==> config.mk <==
export PLATFORM = sky130hd
export DESIGN_NAME = uart_rx_param_flat
export DESIGN_NICKNAME = d
export VERILOG_FILES = /design/src/rtl/uart_pkg.sv /design/src/rtl/uart_rx_param_if.sv /design/src/rtl/uart_rx_fifo.sv /design/src/rtl/uart_rx_param.sv /design/src/flat_wrapper.sv
export SDC_FILE = /design/constraint.sdc
export NUM_CORES = 1
export LEC_CHECK = 0
export CELL_PAD_IN_SITES_DETAIL_PLACEMENT = 1
export CELL_PAD_IN_SITES_GLOBAL_PLACEMENT = 1
export CORE_UTILIZATION = 48
export DETAILED_ROUTE_END_ITERATION = 8
export PLACE_DENSITY_LB_ADDON = 0.1
export REMOVE_ABC_BUFFERS = 1
export SYNTH_ARGS = -nofsm -noshare
export SYNTH_HDL_FRONTEND = slang
export SYNTH_SLANG_ARGS = --single-unit
==> constraint.sdc <==
create_clock -name clk_in -period 3.15 [get_ports clk_in]
set_input_delay 0.4725 -clock clk_in [delete_from_list [all_inputs] [get_ports clk_in]]
set_output_delay 0.4725 -clock clk_in [all_outputs]
set_load 0.01 [all_outputs]
==> src/rtl/uart_pkg.sv <==
// Shared types and helpers for the parametrised UART receiver.
package uart_pkg;

  typedef enum logic [2:0] {
    IDLE,
    START,
    DATA,
    PARITY,
    STOP
  } rx_state_t;

  localparam int unsigned BAUD_9600   = 9600;
  localparam int unsigned BAUD_19200  = 19200;
  localparam int unsigned BAUD_57600  = 57600;
  localparam int unsigned BAUD_115200 = 115200;

  // Clock cycles per oversampling tick. Clamped to 1 so a very slow
  // system clock still produces a usable (if inaccurate) tick.
  function automatic int unsigned baud_divisor(input int unsigned clk_hz,
                                               input int unsigned baud,
                                               input int unsigned ovs);
    int unsigned d;
    d = clk_hz / (baud * ovs);
    return (d == 0) ? 32'd1 : d;
  endfunction

endpackage

==> src/rtl/uart_rx_param_if.sv <==
// Receive-side valid/ready handshake. The receiver is the master.
interface uart_rx_param_if #(
  parameter int unsigned DATA_BITS = 8
);
  logic [DATA_BITS-1:0] rx_data;
  logic                 rx_valid;
  logic                 rx_ready;

  modport master (output rx_data, output rx_valid, input rx_ready);
  modport slave  (input rx_data, input rx_valid, output rx_ready);
endinterface

==> src/rtl/uart_rx_fifo.sv <==
// Synchronous FIFO with a registered head word and head-valid flag.
module uart_rx_fifo #(
  parameter int unsigned WIDTH = 8,
  parameter int unsigned DEPTH = 4
) (
  input  logic             clk,
  input  logic             rst,
  input  logic             push,
  input  logic [WIDTH-1:0] push_data,
  input  logic             pop,
  output logic [WIDTH-1:0] head,
  output logic             head_valid,
  output logic             full,
  output logic             empty
);

  localparam int unsigned AW = (DEPTH > 1) ? $clog2(DEPTH) : 1;
  localparam int unsigned CW = $clog2(DEPTH + 1);

  logic [WIDTH-1:0] mem [DEPTH];
  logic [AW-1:0]    wr_ptr, rd_ptr, rd_ptr_n;
  logic [CW-1:0]    count, count_n;
  logic             do_push, do_pop;
  logic [WIDTH-1:0] head_n;

  assign full     = (count == CW'(DEPTH));
  assign empty    = (count == '0);
  assign do_pop   = pop && !empty;
  assign do_push  = push && (!full || do_pop);
  assign rd_ptr_n = do_pop ? rd_ptr + AW'(1) : rd_ptr;

  // Next occupancy and next head word. The only time the next head slot is
  // being written this cycle is when the FIFO drains to empty as the word
  // arrives, so bypass the write data in that case.
  always_comb begin
    count_n = count;
    if (do_push && !do_pop)
      count_n = count + CW'(1);
    else if (!do_push && do_pop)
      count_n = count - CW'(1);
    head_n = (do_push && (wr_ptr == rd_ptr_n)) ? push_data : mem[rd_ptr_n];
  end

  // Storage write port.
  always_ff @(posedge clk) begin
    if (do_push)
      mem[wr_ptr] <= push_data;
  end

  // Pointers, occupancy and registered head.
  always_ff @(posedge clk) begin
    if (rst) begin
      wr_ptr     <= '0;
      rd_ptr     <= '0;
      count      <= '0;
      head       <= '0;
      head_valid <= 1'b0;
    end else begin
      if (do_push)
        wr_ptr <= wr_ptr + AW'(1);
      rd_ptr     <= rd_ptr_n;
      count      <= count_n;
      head_valid <= (count_n != '0);
      if (count_n != '0)
        head <= head_n;
    end
  end

endmodule

==> src/rtl/uart_rx_param.sv <==
// Parametrised UART receiver: oversampled frame recovery, run-time baud
// select, receive FIFO on a valid/ready port, per-frame error pulses.
// Optional parity support is compiled in with UART_RX_PARITY_EN.
module uart_rx_param
  import uart_pkg::*;
#(
  parameter int unsigned CLK_FREQ_HZ = 100_000_000,
  parameter int unsigned DATA_BITS   = 8,
  parameter int unsigned OVERSAMPLE  = 16,
  parameter int unsigned FIFO_DEPTH  = 4
) (
  input  logic            clk_in,
  input  logic            reset,
  input  logic            serial_in,
  input  logic [1:0]      S,
`ifdef UART_RX_PARITY_EN
  input  logic            parity_odd,
`endif
  uart_rx_param_if.master rx_if,
  output logic            rx_busy,
  output logic            frame_err,
  output logic            parity_err,
  output logic            overrun
);

  localparam int unsigned DIV_9600   = baud_divisor(CLK_FREQ_HZ, BAUD_9600,   OVERSAMPLE);
  localparam int unsigned DIV_19200  = baud_divisor(CLK_FREQ_HZ, BAUD_19200,  OVERSAMPLE);
  localparam int unsigned DIV_57600  = baud_divisor(CLK_FREQ_HZ, BAUD_57600,  OVERSAMPLE);
  localparam int unsigned DIV_115200 = baud_divisor(CLK_FREQ_HZ, BAUD_115200, OVERSAMPLE);

  localparam int unsigned DIVW = $clog2(DIV_9600 + 1);
  localparam int unsigned TW   = $clog2(OVERSAMPLE);
  localparam int unsigned BW   = $clog2(DATA_BITS);

  localparam logic [TW-1:0] HALF_LAST = TW'(OVERSAMPLE / 2 - 1);
  localparam logic [TW-1:0] BIT_LAST  = TW'(OVERSAMPLE - 1);
  localparam logic [BW-1:0] IDX_LAST  = BW'(DATA_BITS - 1);

  rx_state_t            state;
  logic                 sync1, sync2, line_d;
  logic                 armed;
  logic [DIVW-1:0]      div_sel, div_lat, div_cnt;
  logic [TW-1:0]        tick_cnt;
  logic [BW-1:0]        bit_idx;
  logic [DATA_BITS-1:0] shreg;
  logic                 tick, sample_pt;
  logic                 push;
  logic [DATA_BITS-1:0] push_data;
  logic                 fifo_full, fifo_empty;
`ifdef UART_RX_PARITY_EN
  logic                 par_bad;
`endif

  // Baud select to divisor lookup.
  always_comb begin
    div_sel = DIVW'(DIV_9600);
    case (S)
      2'b00:   div_sel = DIVW'(DIV_9600);
      2'b01:   div_sel = DIVW'(DIV_19200);
      2'b10:   div_sel = DIVW'(DIV_57600);
      default: div_sel = DIVW'(DIV_115200);
    endcase
  end

  assign tick      = (div_cnt >= div_lat - DIVW'(1));
  assign sample_pt = tick && ((state == START) ? (tick_cnt == HALF_LAST)
                                               : (tick_cnt == BIT_LAST));

  // Two-flop synchroniser plus edge-detect register, idle high.
  always_ff @(posedge clk_in) begin
    if (reset) begin
      sync1  <= 1'b1;
      sync2  <= 1'b1;
      line_d <= 1'b1;
    end else begin
      sync1  <= serial_in;
      sync2  <= sync1;
      line_d <= sync2;
    end
  end

  // Frame FSM with baud/tick counters and registered status outputs.
  always_ff @(posedge clk_in) begin
    if (reset) begin
      state     <= IDLE;
      armed     <= 1'b1;
      div_lat   <= '0;
      div_cnt   <= '0;
      tick_cnt  <= '0;
      bit_idx   <= '0;
      shreg     <= '0;
      push      <= 1'b0;
      push_data <= '0;
      rx_busy   <= 1'b0;
      frame_err <= 1'b0;
`ifdef UART_RX_PARITY_EN
      par_bad    <= 1'b0;
      parity_err <= 1'b0;
`endif
    end else begin
      push      <= 1'b0;
      frame_err <= 1'b0;
`ifdef UART_RX_PARITY_EN
      parity_err <= 1'b0;
`endif
      if (state != IDLE) begin
        if (tick) begin
          div_cnt  <= '0;
          tick_cnt <= sample_pt ? '0 : tick_cnt + TW'(1);
        end else begin
          div_cnt <= div_cnt + DIVW'(1);
        end
      end

      case (state)
        IDLE: begin
          // After a frame error the line may sit low (break); only a fresh
          // high-to-low transition after seeing the line high starts a frame.
          if (sync2)
            armed <= 1'b1;
          if (armed && line_d && !sync2) begin
            state    <= START;
            div_lat  <= div_sel;
            div_cnt  <= '0;
            tick_cnt <= '0;
          end
        end
        START: begin
          if (sample_pt) begin
            if (!sync2) begin
              state   <= DATA;
              rx_busy <= 1'b1;
              bit_idx <= '0;
`ifdef UART_RX_PARITY_EN
              par_bad <= 1'b0;
`endif
            end else begin
              state <= IDLE;
            end
          end
        end
        DATA: begin
          if (sample_pt) begin
            shreg   <= {sync2, shreg[DATA_BITS-1:1]};
            bit_idx <= bit_idx + BW'(1);
            if (bit_idx == IDX_LAST) begin
`ifdef UART_RX_PARITY_EN
              state <= PARITY;
`else
              state <= STOP;
`endif
            end
          end
        end
`ifdef UART_RX_PARITY_EN
        PARITY: begin
          if (sample_pt) begin
            par_bad <= ^{shreg, sync2, parity_odd};
            state   <= STOP;
          end
        end
`endif
        STOP: begin
          if (sample_pt) begin
            state   <= IDLE;
            rx_busy <= 1'b0;
            if (!sync2) begin
              frame_err <= 1'b1;
              armed     <= 1'b0;
            end
`ifdef UART_RX_PARITY_EN
            else if (par_bad) begin
              parity_err <= 1'b1;
            end
`endif
            else begin
              push      <= 1'b1;
              push_data <= shreg;
            end
          end
        end
        default: state <= IDLE;
      endcase
    end
  end

`ifndef UART_RX_PARITY_EN
  assign parity_err = 1'b0;
`endif

  // Overrun: a good word meets a full FIFO that is not being popped.
  always_ff @(posedge clk_in) begin
    if (reset)
      overrun <= 1'b0;
    else
      overrun <= push && fifo_full && !(rx_if.rx_ready && !fifo_empty);
  end

  uart_rx_fifo #(
    .WIDTH(DATA_BITS),
    .DEPTH(FIFO_DEPTH)
  ) u_fifo (
    .clk       (clk_in),
    .rst       (reset),
    .push      (push),
    .push_data (push_data),
    .pop       (rx_if.rx_ready),
    .head      (rx_if.rx_data),
    .head_valid(rx_if.rx_valid),
    .full      (fifo_full),
    .empty     (fifo_empty)
  );

endmodule

==> src/flat_wrapper.sv <==
// flat-port wrapper written by rule: the top's interface ports become plain ports
module uart_rx_param_flat import uart_pkg::*;
#(
  parameter int unsigned CLK_FREQ_HZ = 100_000_000,
  parameter int unsigned DATA_BITS   = 8,
  parameter int unsigned OVERSAMPLE  = 16,
  parameter int unsigned FIFO_DEPTH  = 4
)
  (clk_in, reset, serial_in, S, rx_busy, frame_err, parity_err, overrun, rx_if_rx_data, rx_if_rx_valid, rx_if_rx_ready);
  uart_rx_param_if #(.DATA_BITS(DATA_BITS)) rx_if_i ();
  input  logic clk_in;
  input  logic reset;
  input  logic serial_in;
  input  logic [1:0] S;
  output logic rx_busy;
  output logic frame_err;
  output logic parity_err;
  output logic overrun;
  output wire logic [$bits(rx_if_i.rx_data)-1:0] rx_if_rx_data;
  output wire logic [$bits(rx_if_i.rx_valid)-1:0] rx_if_rx_valid;
  input wire logic [$bits(rx_if_i.rx_ready)-1:0] rx_if_rx_ready;
  assign rx_if_rx_data = rx_if_i.rx_data;
  assign rx_if_rx_valid = rx_if_i.rx_valid;
  assign rx_if_i.rx_ready = rx_if_rx_ready;
  uart_rx_param #(.CLK_FREQ_HZ(CLK_FREQ_HZ), .DATA_BITS(DATA_BITS), .OVERSAMPLE(OVERSAMPLE), .FIFO_DEPTH(FIFO_DEPTH)) u_core (.clk_in(clk_in), .reset(reset), .serial_in(serial_in), .S(S), .rx_if(rx_if_i), .rx_busy(rx_busy), .frame_err(frame_err), .parity_err(parity_err), .overrun(overrun));
endmodule
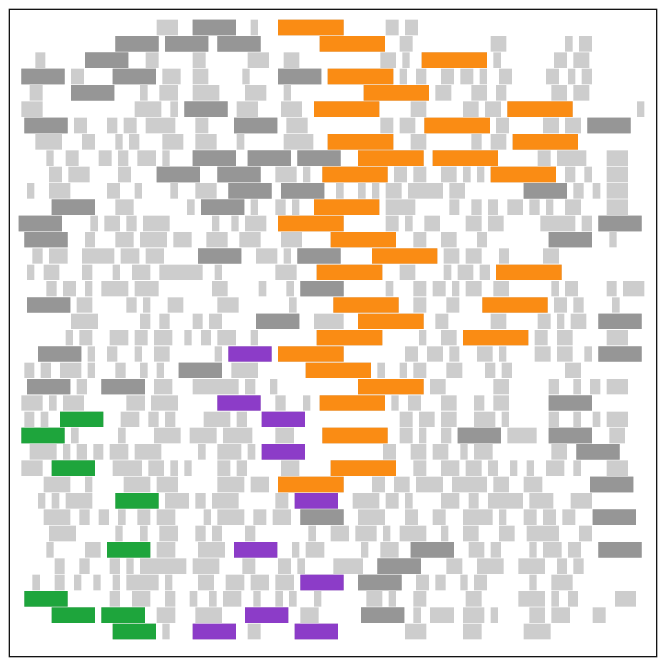
Figure 1: sequential cells colored by netlist name.
Drawn at 6 px/um.
Orange stands for u_core.u_fifo.mem, flops 32. Purple stands for u_core.div_cnt, flops 10, where south. Green stands for u_core.div_lat, flops 9, where south-west.
Another 50 sequential cells are not colored.
sequential power: 1.46 mW
Seq area share: 39.9%
final core occ: 54.1%
Register Area: 2340 um2

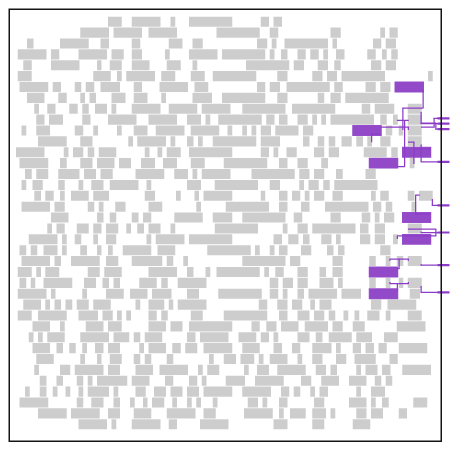
Figure 2: port wiring.
Drawn at 4 px/um.
Purple stands for rx_if_rx_data, bits 8, direction output, end cells 8, buffers 8, wire 144 um.
PortBufs: 17
boundary pin count: 19

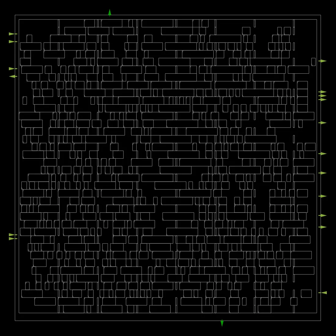
Figure 3: placed standard cells.
Core ar.: 10800 um2
TAP cells: 140
Core Rows: 38

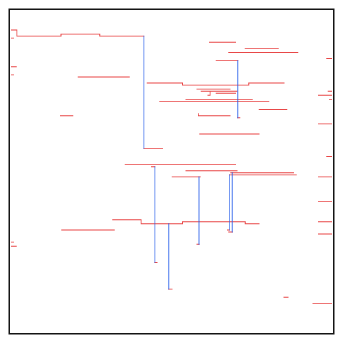
Figure 4: routed metal, one color a layer.
Drawn at 3 px/um. Only two layers are drawn.
Blue stands for M4, wire length 171 um. Red stands for M3, wire length 527 um.
Detailed Route WL: 12.5 mm
Vias: 4176

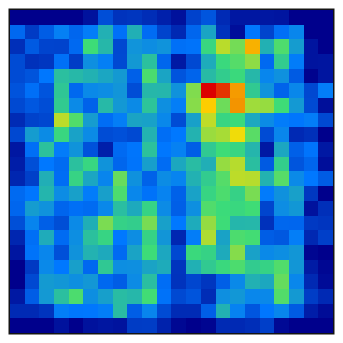
Figure 5: wire density map.
Drawn at 3 px/um. The die is cut into 22 by 22 equal tiles; dark blue is low, red is high, scaled to the fullest tile. Values are wire area over tile area, all layers added.
The fullest tile reaches 0.60. 6.2% of the tiles are nearly empty. The densest ninth of the die: center. The mean over all tiles is 0.17. 11% of the tiles are over half the peak.
Routed WL per cell: 17.4 um
GRT Resource Usage Total: 23.2%

==> impl_metrics.py <==
# Metrics from the implementation run
metrics = {
    "run_status": {
        "status": "completed",
    },
    "routing": {
        "routed.top_layer": "met4",
        "route.met3.wl_um": 527,
        "drc": 0,
        "wl_met2_mm": 6.42,
        "viasPerCell": 5.82,
        "routedLengthMet1_mm": 5.33,
    },
    "final_timing": {
        "finalSetupTns_ps": 0,
        "worstMarginPinSlew_ps": 618,
        "rsz0062_at_grt": "false",
        "hold_ws_ps": 420,
        "setup_viol": 0,
        "finalHoldViolations": 0,
        "post-route-min-period_ps": 2950,
        "max_freq_ghz": 0.339,
    },
    "placement": {
        "place_congestion": 0.809,
        "dp_hpwl_mm": 8.92,
        "dp.cells": 700,
        "place_area_um2": 5610,
    },
    "cells_and_area": {
        "final_cells": 717,
        "syn_to_final_growth_pct": 9.48,
        "final_area_um2": 5870,
        "nets": 605,
        "num_antenna_cells": 0,
        "drive_gt1_share_pct": 10.1,
        "lay_top_count": "dfxtp_1",
        "fill_cells": 1254,
    },
    "logic_synthesis": {
        "synth-seq-cells": 101,
        "yosysMostFrequentCell": "dfxtp_1",
        "synth-edff-count": 32,
        "top_area_share_pct": 25.8,
        "synth_cell_types": 65,
        "ys_warn_count": 0,
        "synth-area-yosys_um2": 5360,
        "synth-main-ff-cell": "dfxtp_1",
        "yosys-top-cells-count": "dfxtp_1 (69), nor2_1 (56), nand2_1 (47)",
        "synth.area.top_cells": "dfxtp_1 (26%), edfxtp_1 (18%), ha_1 (6.3%)",
        "synthArstFlopShare_pct": 0,
    },
    "clocking": {
        "clock_latency_ps": 390,
        "cts.sinks": 101,
        "hold_buffers": 0,
        "cts_root_buf": "clkbuf_8",
        "path_clk_slew_ps": 110,
        "post_cts_resized": 0,
        "cts_buffers": 9,
        "htreeDepth": 3,
        "cts_buffer_depth": 2,
        "cts_tree": "yes",
    },
    "floorplan": {
        "floorplan.core_util_pct": 49.4,
        "dieHeight_um": 108,
        "die-area_um2": 11600,
    },
    "job": {
        "cap_violations": 0,
        "openroad.warnings": 34,
    },
    "pwr": {
        "p_leak_nw": 2.33,
        "pwr_density_cell_nw_per_um2": 610,
        "peakVddDrop_v": 0.000391,
    },
    "worst_setup_path": {
        "worstPathArrival_ps": 3220,
        "worstSetupEndpoint": "u_core.shreg[6]$_SDFFE_PP0P_",
        "required_ps": 3420,
        "critical-path-top-delay-family": "simple AND/OR/NAND/NOR gates",
        "crit_path_end_kind": "flip-flop",
        "worstSetupPathType": "reg2reg",
        "regToRegEndpoint": "u_core.shreg[6]$_SDFFE_PP0P_",
        "path_max_fanout": 11,
        "critPathLaunch": "u_core.div_lat[2]$_SDFFE_PP0P_",
        "worst-path-stages": 12,
        "worstSetupStartpointType": "flip-flop",
        "slowest_stage": "a221o_2",
        "rr_worst_depth": 12,
    },
    "global_routing": {
        "overflow": 0,
        "grt_max_degree": 35,
        "antenna_found_initial": 0,
        "grt_pass1_vias": 4253,
        "grt_pass1_wl_mm": 20.7,
    },
    "hold_path": {
        "hold_start": "u_core.sync1$_SDFF_PP1_",
        "hold_depth": 1,
        "hold_path.class": "reg2reg",
        "min_to": "u_core.sync2$_SDFF_PP1_",
    },
}
-- kinds of logic after synthesis --
family / Yosys count / share of synthesized area [%]
AOI/OAI and AO/OA: 124 / 16.2
xor gates and xnor gates: 21 / 3.43
adders and majority gates: 27 / 6.31
buffers and inverters: 56 / 5.02
DFF: 101 / 43.7
muxes: 23 / 4.34
other: 1 / 0.0700
and+or+nand+nor: 214 / 20.9
-- cell type report --
cell class | instances | area share, %
Inverter | 18 | 1.15
Tap cell | 140 | 2.99
Sequential cell | 101 | 39.9
Clock inverter | 7 | 1.47
Timing Repair Buffer | 32 | 4.91
Multi-Input combinational cell | 410 | 47.4
Clock buffer | 9 | 2.11
-- sequential cells by signal, indices dropped and copies added (netlist names), 2 cells and up --
register              cells
u_core.u_fifo.wr_ptr      2
u_core.state              3
u_core.div_cnt           10
u_core.push_data          8
u_core.shreg              8
u_core.div_lat            9
u_core.tick_cnt           4
u_core.bit_idx            3
u_core.u_fifo.head        8
u_core.u_fifo.count       3
u_core.u_fifo.mem        32
u_core.u_fifo.rd_ptr      2
-- where the power goes --
group	leakage [nW]	internal (mW)	switching [mW]
clock network	0.105	0.320	0.523
logic	1.37	0.515	0.758
registers	0.856	1.40	0.0618
-- metal layers --
metal	GRT usage, %	up-vias
li1	-	2040
met4	7.44	0
met2	40.7	77
met5	0	-
met3	6.11	14
met1	27.3	2045
-- through the flow --
stage / power [mW] / setup WS, ps
2_1_floorplan: 2.33 / -271
3_3_place_gp: 2.71 / 219
3_5_place_dp: 2.76 / 44.1
4_1_cts: 3.62 / 1.86
5_1_grt: 3.81 / 2.50
6_report: 3.58 / 200
Power is estimated from default activity; no workload was simulated.
